[src/rtl/mhp_pkg.sv]
// Constants, error codes and FSM encodings shared by the MHP frame builder and RX parser.
package mhp_pkg;

    localparam int unsigned MHP_HDR_BYTES  = 7;
    localparam int unsigned MHP_SCS_BYTES  = 2;
    localparam logic [15:0] MHP_BCAST_ADDR = 16'hFFFF;

    typedef enum logic [2:0] {
        ERR_NONE  = 3'd0,
        ERR_CSUM  = 3'd1,
        ERR_SHORT = 3'd2,
        ERR_LONG  = 3'd3,
        ERR_SIZE  = 3'd4,
        ERR_ADDR  = 3'd5
    } mhp_err_e;

    typedef enum logic [1:0] {
        ST_IDLE = 2'd0,
        ST_CAP  = 2'd1,
        ST_WAIT = 2'd2,
        ST_END  = 2'd3
    } mhp_rx_state_e;

    typedef struct packed {
        logic [15:0] dst;
        logic [15:0] src;
        logic [15:0] size;
        logic [7:0]  d_type;
    } mhp_hdr_t;

endpackage

[src/rtl/mhp_rx_parser_if.sv]
// RX FIFO pop handshake plus parsed header, payload stream and frame status.
interface mhp_rx_parser_if;

    logic [7:0]  i_rdata;
    logic        i_rready;
    logic        o_rreq;
    logic        o_hdr_valid;
    logic [15:0] o_dst;
    logic [15:0] o_src;
    logic [15:0] o_size;
    logic        o_dir;
    logic [6:0]  o_type;
    logic [7:0]  o_pdata;
    logic        o_pvalid;
    logic        o_plast;
    logic        o_frame_done;
    logic        o_frame_ok;
    logic [2:0]  o_err;
    logic [7:0]  o_err_cnt;

    modport master (
        input  i_rdata, i_rready,
        output o_rreq, o_hdr_valid, o_dst, o_src, o_size, o_dir, o_type,
               o_pdata, o_pvalid, o_plast, o_frame_done, o_frame_ok, o_err, o_err_cnt
    );

    modport slave (
        output i_rdata, i_rready,
        input  o_rreq, o_hdr_valid, o_dst, o_src, o_size, o_dir, o_type,
               o_pdata, o_pvalid, o_plast, o_frame_done, o_frame_ok, o_err, o_err_cnt
    );

endinterface

[src/rtl/mhp_scs_acc.sv]
// 16-bit modular byte-sum accumulator used for the MHP SCS checksum.
module mhp_scs_acc (
    input  logic        i_clk,
    input  logic        i_rst,
    input  logic        i_clr,
    input  logic        i_add,
    input  logic [7:0]  i_byte,
    output logic [15:0] o_sum
);

    always_ff @(posedge i_clk) begin
        if (i_rst || i_clr) begin
            o_sum <= 16'h0000;
        end else if (i_add) begin
            o_sum <= o_sum + 16'(i_byte);
        end
    end

endmodule

[src/rtl/mhp_rx_parser.sv]
// MHP receive parser: pops the RX FIFO, decodes the header, streams the payload
// and checks the trailing SCS, reporting per-frame status and an error count.
module mhp_rx_parser
    import mhp_pkg::*;
#(
    parameter logic [15:0] MY_ADDR     = 16'h0001,
    parameter int unsigned MAX_PAYLOAD = 512,
    parameter int unsigned GAP_TIMEOUT = 62
) (
    input  logic              i_clk,
    input  logic              i_rst,
    mhp_rx_parser_if.master   bus
);

    localparam int unsigned IW = 11;
    localparam int unsigned GW = 6;
    localparam int unsigned XW = 17;
    localparam logic [IW-1:0] IDX_MAX  = '1;
    localparam logic [GW-1:0] GAP_LIM  = GW'(GAP_TIMEOUT);
    localparam logic [15:0]   MAX_SIZE = 16'(MAX_PAYLOAD);

    mhp_rx_state_e state_q, state_d;
    logic [IW-1:0] idx_q, idx_d;
    logic [GW-1:0] gap_q, gap_d;
    mhp_hdr_t      hdr_q, hdr_d, out_hdr_q, out_hdr_d;
    mhp_err_e      hdr_err_q, hdr_err_d, err_q, err_d, end_err;
    logic [15:0]   scs_q, scs_d, acc_sum;
    logic [7:0]    pdata_q, pdata_d, err_cnt_q, err_cnt_d;
    logic          hdr_valid_q, hdr_valid_d, pvalid_q, pvalid_d, plast_q, plast_d;
    logic          done_q, done_d, ok_q, ok_d;
    logic          rreq_c, rx_rdy_c, acc_clr_c, acc_add_c;
    logic [XW-1:0] idx_x, pay_end, scs_end;

    assign idx_x    = XW'(idx_q);
    assign pay_end  = XW'(MHP_HDR_BYTES) + XW'(hdr_q.size);
    assign scs_end  = pay_end + XW'(MHP_SCS_BYTES);
    assign rx_rdy_c = bus.i_rready & ~i_rst;

    mhp_scs_acc u_acc (
        .i_clk  (i_clk),
        .i_rst  (i_rst),
        .i_clr  (acc_clr_c),
        .i_add  (acc_add_c),
        .i_byte (bus.i_rdata),
        .o_sum  (acc_sum)
    );

    // Next-state, byte classification and end-of-frame verdict
    always_comb begin
        state_d     = state_q;
        idx_d       = idx_q;
        gap_d       = gap_q;
        hdr_d       = hdr_q;
        hdr_err_d   = hdr_err_q;
        scs_d       = scs_q;
        out_hdr_d   = out_hdr_q;
        pdata_d     = pdata_q;
        err_d       = err_q;
        ok_d        = ok_q;
        err_cnt_d   = err_cnt_q;
        hdr_valid_d = 1'b0;
        pvalid_d    = 1'b0;
        plast_d     = 1'b0;
        done_d      = 1'b0;
        rreq_c      = 1'b0;
        acc_clr_c   = 1'b0;
        acc_add_c   = 1'b0;
        end_err     = ERR_NONE;

        case (state_q)
            ST_IDLE: begin
                idx_d     = '0;
                gap_d     = '0;
                hdr_err_d = ERR_NONE;
                acc_clr_c = 1'b1;
                if (rx_rdy_c) begin
                    rreq_c  = 1'b1;
                    state_d = ST_CAP;
                end
            end
            ST_CAP: begin
                state_d   = ST_WAIT;
                idx_d     = (idx_q == IDX_MAX) ? idx_q : idx_q + IW'(1);
                acc_add_c = (idx_x < pay_end);
                if (idx_x < XW'(MHP_HDR_BYTES)) begin
                    case (idx_q[2:0])
                        3'd0: hdr_d.dst[7:0]   = bus.i_rdata;
                        3'd1: hdr_d.dst[15:8]  = bus.i_rdata;
                        3'd2: hdr_d.src[7:0]   = bus.i_rdata;
                        3'd3: hdr_d.src[15:8]  = bus.i_rdata;
                        3'd4: hdr_d.size[7:0]  = bus.i_rdata;
                        3'd5: hdr_d.size[15:8] = bus.i_rdata;
                        3'd6: hdr_d.d_type     = bus.i_rdata;
                        default: ;
                    endcase
                    // Header is complete on d_type: screen size, then address
                    if (idx_q[2:0] == 3'd6) begin
                        if (hdr_q.size > MAX_SIZE) begin
                            hdr_err_d = ERR_SIZE;
                        end else if (hdr_q.dst != MY_ADDR && hdr_q.dst != MHP_BCAST_ADDR) begin
                            hdr_err_d = ERR_ADDR;
                        end else begin
                            hdr_valid_d = 1'b1;
                            out_hdr_d   = hdr_d;
                        end
                    end
                end else if (idx_x < pay_end) begin
                    if (hdr_err_q == ERR_NONE) begin
                        pvalid_d = 1'b1;
                        pdata_d  = bus.i_rdata;
                        plast_d  = (idx_x == pay_end - XW'(1));
                    end
                end else if (idx_x == pay_end) begin
                    scs_d[7:0] = bus.i_rdata;
                end else if (idx_x == pay_end + XW'(1)) begin
                    scs_d[15:8] = bus.i_rdata;
                end
            end
            ST_WAIT: begin
                if (rx_rdy_c) begin
                    rreq_c  = 1'b1;
                    gap_d   = '0;
                    state_d = ST_CAP;
                end else if (gap_q + GW'(1) == GAP_LIM) begin
                    if (hdr_err_q != ERR_NONE)   end_err = hdr_err_q;
                    else if (idx_x < scs_end)    end_err = ERR_SHORT;
                    else if (idx_x > scs_end)    end_err = ERR_LONG;
                    else if (scs_q != acc_sum)   end_err = ERR_CSUM;
                    else                         end_err = ERR_NONE;
                    state_d = ST_END;
                    done_d  = 1'b1;
                    err_d   = end_err;
                    ok_d    = (end_err == ERR_NONE);
                    if (end_err != ERR_NONE && end_err != ERR_ADDR && err_cnt_q != 8'hFF) begin
                        err_cnt_d = err_cnt_q + 8'd1;
                    end
                end else begin
                    gap_d = gap_q + GW'(1);
                end
            end
            ST_END: begin
                state_d = ST_IDLE;
            end
            default: state_d = ST_IDLE;
        endcase
    end

    // State and output registers
    always_ff @(posedge i_clk) begin
        if (i_rst) begin
            state_q     <= ST_IDLE;
            idx_q       <= '0;
            gap_q       <= '0;
            hdr_q       <= '0;
            hdr_err_q   <= ERR_NONE;
            scs_q       <= '0;
            out_hdr_q   <= '0;
            pdata_q     <= '0;
            err_q       <= ERR_NONE;
            ok_q        <= 1'b0;
            err_cnt_q   <= '0;
            hdr_valid_q <= 1'b0;
            pvalid_q    <= 1'b0;
            plast_q     <= 1'b0;
            done_q      <= 1'b0;
        end else begin
            state_q     <= state_d;
            idx_q       <= idx_d;
            gap_q       <= gap_d;
            hdr_q       <= hdr_d;
            hdr_err_q   <= hdr_err_d;
            scs_q       <= scs_d;
            out_hdr_q   <= out_hdr_d;
            pdata_q     <= pdata_d;
            err_q       <= err_d;
            ok_q        <= ok_d;
            err_cnt_q   <= err_cnt_d;
            hdr_valid_q <= hdr_valid_d;
            pvalid_q    <= pvalid_d;
            plast_q     <= plast_d;
            done_q      <= done_d;
        end
    end

    // The pop request must precede the capture cycle, so it is decoded from state
    assign bus.o_rreq       = rreq_c;
    assign bus.o_hdr_valid  = hdr_valid_q;
    assign bus.o_dst        = out_hdr_q.dst;
    assign bus.o_src        = out_hdr_q.src;
    assign bus.o_size       = out_hdr_q.size;
    assign bus.o_dir        = out_hdr_q.d_type[7];
    assign bus.o_type       = out_hdr_q.d_type[6:0];
    assign bus.o_pdata      = pdata_q;
    assign bus.o_pvalid     = pvalid_q;
    assign bus.o_plast      = plast_q;
    assign bus.o_frame_done = done_q;
    assign bus.o_frame_ok   = ok_q;
    assign bus.o_err        = err_q;
    assign bus.o_err_cnt    = err_cnt_q;

endmodule
[src/flat_wrapper.sv]
// flat-port wrapper written by rule: the top's interface ports become plain ports
module mhp_rx_parser_flat import mhp_pkg::*;
#(
    parameter logic [15:0] MY_ADDR     = 16'h0001,
    parameter int unsigned MAX_PAYLOAD = 512,
    parameter int unsigned GAP_TIMEOUT = 62
)
  (i_clk, i_rst, bus_i_rdata, bus_i_rready, bus_o_rreq, bus_o_hdr_valid, bus_o_dst, bus_o_src, bus_o_size, bus_o_dir, bus_o_type, bus_o_pdata, bus_o_pvalid, bus_o_plast, bus_o_frame_done, bus_o_frame_ok, bus_o_err, bus_o_err_cnt);
  mhp_rx_parser_if bus_i ();
  input  logic i_clk;
  input  logic i_rst;
  input wire logic [$bits(bus_i.i_rdata)-1:0] bus_i_rdata;
  input wire logic [$bits(bus_i.i_rready)-1:0] bus_i_rready;
  output wire logic [$bits(bus_i.o_rreq)-1:0] bus_o_rreq;
  output wire logic [$bits(bus_i.o_hdr_valid)-1:0] bus_o_hdr_valid;
  output wire logic [$bits(bus_i.o_dst)-1:0] bus_o_dst;
  output wire logic [$bits(bus_i.o_src)-1:0] bus_o_src;
  output wire logic [$bits(bus_i.o_size)-1:0] bus_o_size;
  output wire logic [$bits(bus_i.o_dir)-1:0] bus_o_dir;
  output wire logic [$bits(bus_i.o_type)-1:0] bus_o_type;
  output wire logic [$bits(bus_i.o_pdata)-1:0] bus_o_pdata;
  output wire logic [$bits(bus_i.o_pvalid)-1:0] bus_o_pvalid;
  output wire logic [$bits(bus_i.o_plast)-1:0] bus_o_plast;
  output wire logic [$bits(bus_i.o_frame_done)-1:0] bus_o_frame_done;
  output wire logic [$bits(bus_i.o_frame_ok)-1:0] bus_o_frame_ok;
  output wire logic [$bits(bus_i.o_err)-1:0] bus_o_err;
  output wire logic [$bits(bus_i.o_err_cnt)-1:0] bus_o_err_cnt;
  assign bus_i.i_rdata = bus_i_rdata;
  assign bus_i.i_rready = bus_i_rready;
  assign bus_o_rreq = bus_i.o_rreq;
  assign bus_o_hdr_valid = bus_i.o_hdr_valid;
  assign bus_o_dst = bus_i.o_dst;
  assign bus_o_src = bus_i.o_src;
  assign bus_o_size = bus_i.o_size;
  assign bus_o_dir = bus_i.o_dir;
  assign bus_o_type = bus_i.o_type;
  assign bus_o_pdata = bus_i.o_pdata;
  assign bus_o_pvalid = bus_i.o_pvalid;
  assign bus_o_plast = bus_i.o_plast;
  assign bus_o_frame_done = bus_i.o_frame_done;
  assign bus_o_frame_ok = bus_i.o_frame_ok;
  assign bus_o_err = bus_i.o_err;
  assign bus_o_err_cnt = bus_i.o_err_cnt;
  mhp_rx_parser #(.MY_ADDR(MY_ADDR), .MAX_PAYLOAD(MAX_PAYLOAD), .GAP_TIMEOUT(GAP_TIMEOUT)) u_core (.i_clk(i_clk), .i_rst(i_rst), .bus(bus_i));
endmodule
[config.mk]
export PLATFORM = sky130hd
export DESIGN_NAME = mhp_rx_parser_flat
export DESIGN_NICKNAME = d
export VERILOG_FILES = /design/src/rtl/mhp_pkg.sv /design/src/rtl/mhp_rx_parser_if.sv /design/src/rtl/mhp_scs_acc.sv /design/src/rtl/mhp_rx_parser.sv /design/src/flat_wrapper.sv
export SDC_FILE = /design/constraint.sdc
export NUM_CORES = 1
export LEC_CHECK = 0
export CELL_PAD_IN_SITES_DETAIL_PLACEMENT = 1
export CELL_PAD_IN_SITES_GLOBAL_PLACEMENT = 2
export CORE_MARGIN = 3
export CORE_UTILIZATION = 32
export CTS_CLUSTER_SIZE = 40
export DETAILED_ROUTE_END_ITERATION = 16
export PLACE_DENSITY = 0.81
export SETUP_SLACK_MARGIN = 0.1
export SLEW_MARGIN = 30
export SYNTH_ARGS = -nofsm -noshare
export SYNTH_HDL_FRONTEND = slang
export SYNTH_SLANG_ARGS = --single-unit
[constraint.sdc]
create_clock -name i_clk -period 4.3 [get_ports i_clk]
set_input_delay 0.86 -clock i_clk [delete_from_list [all_inputs] [get_ports i_clk]]
set_output_delay 0.86 -clock i_clk [all_outputs]
set_load 0.005 [all_outputs]
==> results_slide.txt <==
Key Metrics from the Run

Run status
  • Outcome: complete, no violations

STA
  • Final setup skew: 0.0167 ns
  • Count of final setup violators: 0
  • Slew HR: between 30% and 40%
  • Pins Over Slew Limit: 0
  • Period Utilization, post-route: 96.1%
  • Tightest Pin Transition: 0.941 ns
  • Tmin final: 4.13 ns
  • Peak Freq: 0.242 GHz
  • Final Hold Vio Count: 0
  • RSZ-0062 raised after global routing: true

Yosys
  • Commonest cells in the netlist: dfxtp_1 (181), nor2_1 (172), nand2_1 (91)
  • Simple share: 21.6%
  • Dominant comb cell: simple AND/OR/NAND/NOR gates
  • Post-synth seq share: 36.3%
  • Synth cell types: around 80
  • Ys cells: 1192
  • Post-Synth XOR/XNOR Area: 7.07%
  • Seq cells post-synth: approximately 180
  • Most common reg cell: dfxtp_1
  • Adder Area Share: 5.57%
  • Biggest area cells: dfxtp_1 (36%), mux2i_1 (7.8%), nor2_1 (6.5%)
  • Most common cell in the synthesized netlist: dfxtp_1
  • Ys Warns: 0
  • Avg Inst Size Synth: 8.37 um2
  • Aoi/oai-family share of the synthesized area: 16.3%
  • Syn Std Cell Area: 9980 um2
  • Cells after Synth: 1192
  • Post-synth top area cell: dfxtp_1
  • Fraction of registers with async set/reset: 0%
  • Mux share: 8.39%
  • Yosys top cell area share: 36.3%
  • Syn_nets: 1246
  • Chip Area, Yosys: 9980 um2
  • EDFF count, synth: 0

Worst hold path
  • Min-Delay Endpoint: u_core.hdr_q[36]$_SDFFE_PP0P_
  • Worst min path class: reg -> reg
  • Hold Crit Start: u_core.hdr_q[36]$_SDFFE_PP0P_
  • Hold depth: 2

Place
  • PortBufs: between 90 and 100
  • RD Place Congestion: 0.878
  • Placed instance area: around 12000 um2
  • HPWL Detailed: 22900 um

Drt
  • Initial DRC count: 467
  • Drt wl/cell: 18.8 um
  • Routed vias/inst: between 5 and 6
  • Vias: roughly 9000
  • # DRC: 0
  • Final WL: roughly 32000 um
  • Initial DRT Pass Iterations: 4
  • Remaining antenna violation count after routing: 0

Die
  • Core area: 30700 um2
  • Die width: roughly 180 um
  • Ports: 92
  • Die Height: 183 um
  • Chip area: 33300 um2
  • Initial Utilization: 32.5%

Setup path
  • WP data required: 4.63 ns
  • Crit-path max FO: 14
  • Worst R2R Setup Slack: between 0.15 and 0.2 ns
  • CP Buf/Inv Count: 4
  • CP Launch Type: flop
  • CP Data Arrival Time: 4.46 ns
  • Crit-path leading delay family: simple AND/OR/NAND/NOR gates
  • CP endpoint kind: flop
  • Worst R2R End: u_core.bus.o_err_cnt[5]$_SDFFE_PP0P_
  • Slowest stage delay, CP: 0.45 ns
  • FF-to-FF path depth: 17
  • Worst flop-to-flop path startpoint: u_core.hdr_q[8]$_SDFFE_PP0P_
  • CP cell instances: buf_4 > o311ai_4 > xnor2_1 > inv_2 > a211oi_4 > buf_4 > o21ai_1 > ha_1 > nand4_1 > nor4_2 > nand2_1 > a31o_1 > or4_4 > nor4_4 > buf_6 > nor4_2 > mux2_1
  • Crit path max-delay cell type: or4_4
  • Worst Setup Path Type: reg -> reg

Global routing
  • Total GRT Usage: 19.2%
  • Grt total ovfl: 0
  • Largest net degree at the start of global routing: 124
  • Number of global-route vias before repair: 9104
  • First-pass GRT wire length: 51300 um
  • Initial antenna violation count: 0

Cells and area
  • Fin util: approximately two fifths
  • Final nets: 1346
  • Layout area overhead: 24.0%
  • Commonest Layout Cell: dfxtp_1
  • Fin area: about 12000 um2
  • Fillers: 3608
  • Top logic cells by instance count in the layout: dfxtp_1 (176), nor2_1 (168), nand2_1 (90), clkdlybuf4s50_1 (90), mux2i_1 (78)
  • Proportion of layout cells with a drive suffix above 1: about an eighth
  • Ant. Diodes: 0

Pwr
  • Leakage: 4.50 nW
  • Max IR drop VDD: 0.187 mV
  • PD cells: 273 nW/um2

Clock network
  • CTS sink count: 181
  • CTS tree: yes
  • Reg clk slew, reported paths: 0.08 ns
  • Max clock buf depth: 2
  • CTS root buffer: clkbuf_16
  • Cts bufs inserted: 17
  • Clock Latency Late Sink: 0.45 ns
  • CTS Hold Buffers Added: 0
  • CTS H-tree lvls: 4

Run
  • Log Warnings: 38
  • Max-cap violations: 0
flip-flops by register name, indices dropped and copies added, names as in the netlist:
name,cells
u_core.gap_q,6
u_core.bus.o_hdr_valid,1
u_core.hdr_err_q,2
u_core.state_q,2
u_core.scs_q,16
u_core.bus.o_pvalid,1
u_core.bus.o_dir,1
u_core.hdr_q,48
u_core.bus.o_type,7
u_core.bus.o_size,16
u_core.bus.o_err,3
u_core.u_acc.o_sum,16
u_core.bus.o_src,16
u_core.bus.o_plast,1
u_core.idx_q,11
u_core.bus.o_dst,16
u_core.bus.o_frame_ok,1
u_core.bus.o_pdata,8
u_core.bus.o_frame_done,1
u_core.bus.o_err_cnt,8
report_power, final:
part	leakage [nW]	internal (mW)	switching (mW)
logic	2.76	0.0516	0.114
registers	1.46	1.68	0.00961
clock network	0.273	0.766	0.759
worst max-delay path by stage:
stage          cells past startpoint                                    to                         start
2_1_floorplan                     21  u_core.bus.o_err_cnt[5]$_SDFFE_PP0P_  u_core.hdr_q[8]$_SDFFE_PP0P_
3_3_place_gp                      20  u_core.bus.o_err_cnt[5]$_SDFFE_PP0P_  u_core.hdr_q[9]$_SDFFE_PP0P_
3_5_place_dp                      20  u_core.bus.o_err_cnt[5]$_SDFFE_PP0P_  u_core.hdr_q[9]$_SDFFE_PP0P_
4_1_cts                           17  u_core.bus.o_err_cnt[5]$_SDFFE_PP0P_  u_core.hdr_q[9]$_SDFFE_PP0P_
5_1_grt                           17  u_core.bus.o_err_cnt[5]$_SDFFE_PP0P_  u_core.hdr_q[8]$_SDFFE_PP0P_
6_report                          17  u_core.bus.o_err_cnt[5]$_SDFFE_PP0P_  u_core.hdr_q[8]$_SDFFE_PP0P_
cells by family after synthesis:
kind of cell | Yosys count
compound gates | 240
xor+xnor | 75
fa+ha+maj | 44
buf+inv | 120
flops | 181
mux | 83
simple gates | 449
metrics by stage:
stage / setup TNS [ns] / power [mW] / cells / setup WS, ns / hold WS (ns)
2_1_floorplan: 0 / 1.82 / 1192 / 0.0300 / 0.436
3_3_place_gp: 0 / 1.90 / 1648 / 0.0221 / 0.441
3_5_place_dp: -0.179 / 1.90 / 1648 / -0.0512 / 0.446
4_1_cts: 0 / 3.43 / 1686 / 0.101 / 0.456
5_1_grt: -0.133 / 3.52 / 1701 / -0.0523 / 0.474
6_report: 0 / 3.38 / 1701 / 0.170 / 0.456
layer usage:
layer  track usage [%]  vias to the layer above  share of wire, %
li1                  -                     4432                 -
met1              25.6                     4455                47
met2              32.6                      118                49
met3              2.83                       34               2.7
met4              4.94                        0               1.6
met5                 0                        -                 0
final cells by class:
type	count	area, um2	share of cell area [%]
flip-flops and latches	181	3630	29.4
repair buffers	162	1470	11.9
clock inverters	15	135	1.09
multi-input cells	891	6060	49.0
inverters	39	156	1.26
well taps	396	495	4.01
clock buffers	17	425	3.44
repair_timing:
item | 4_1_cts | 5_1_grt
gates resized | 3 | 27
pin swaps | 6 | 16
buffers inserted | 5 | 16
endpoints found under the setup margin | 5 | 27
hold endpoints to repair | 0 | 0
gates cloned | 1 | 0
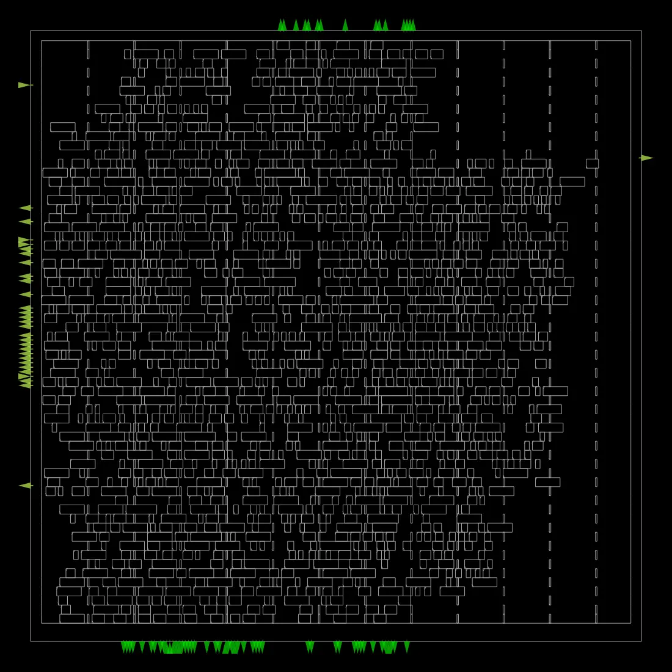
final_placement.png
# Taps: 396
flop share of the area: 29.4%
cell row count: 64

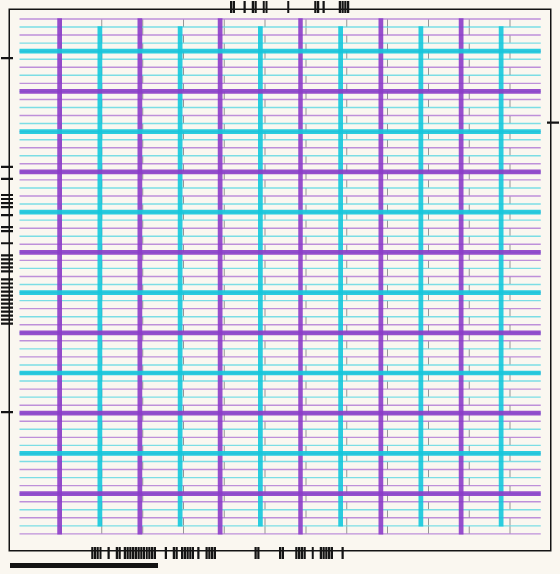
pdn.png
Scale bar: 50 um. Pins as bars on the die edge. Tap cells in grey.
Key: VDD = cyan; VSS = purple
The core has 64 rows. 12 straps on met4.

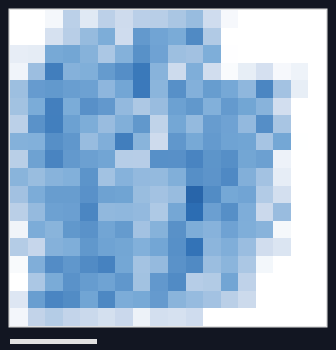
density.png
Scale bar: 50 um. The die is cut into 18 by 18 equal tiles; white is low, dark blue is high, 0 to 100% covered.
The mean over all tiles is 36%. 19% of the tiles are nearly empty. The emptiest ninth of the die: upper right. 0.60% of the tiles are over 75% full.

No activity file was given, so power comes from the tool's default toggle rates.
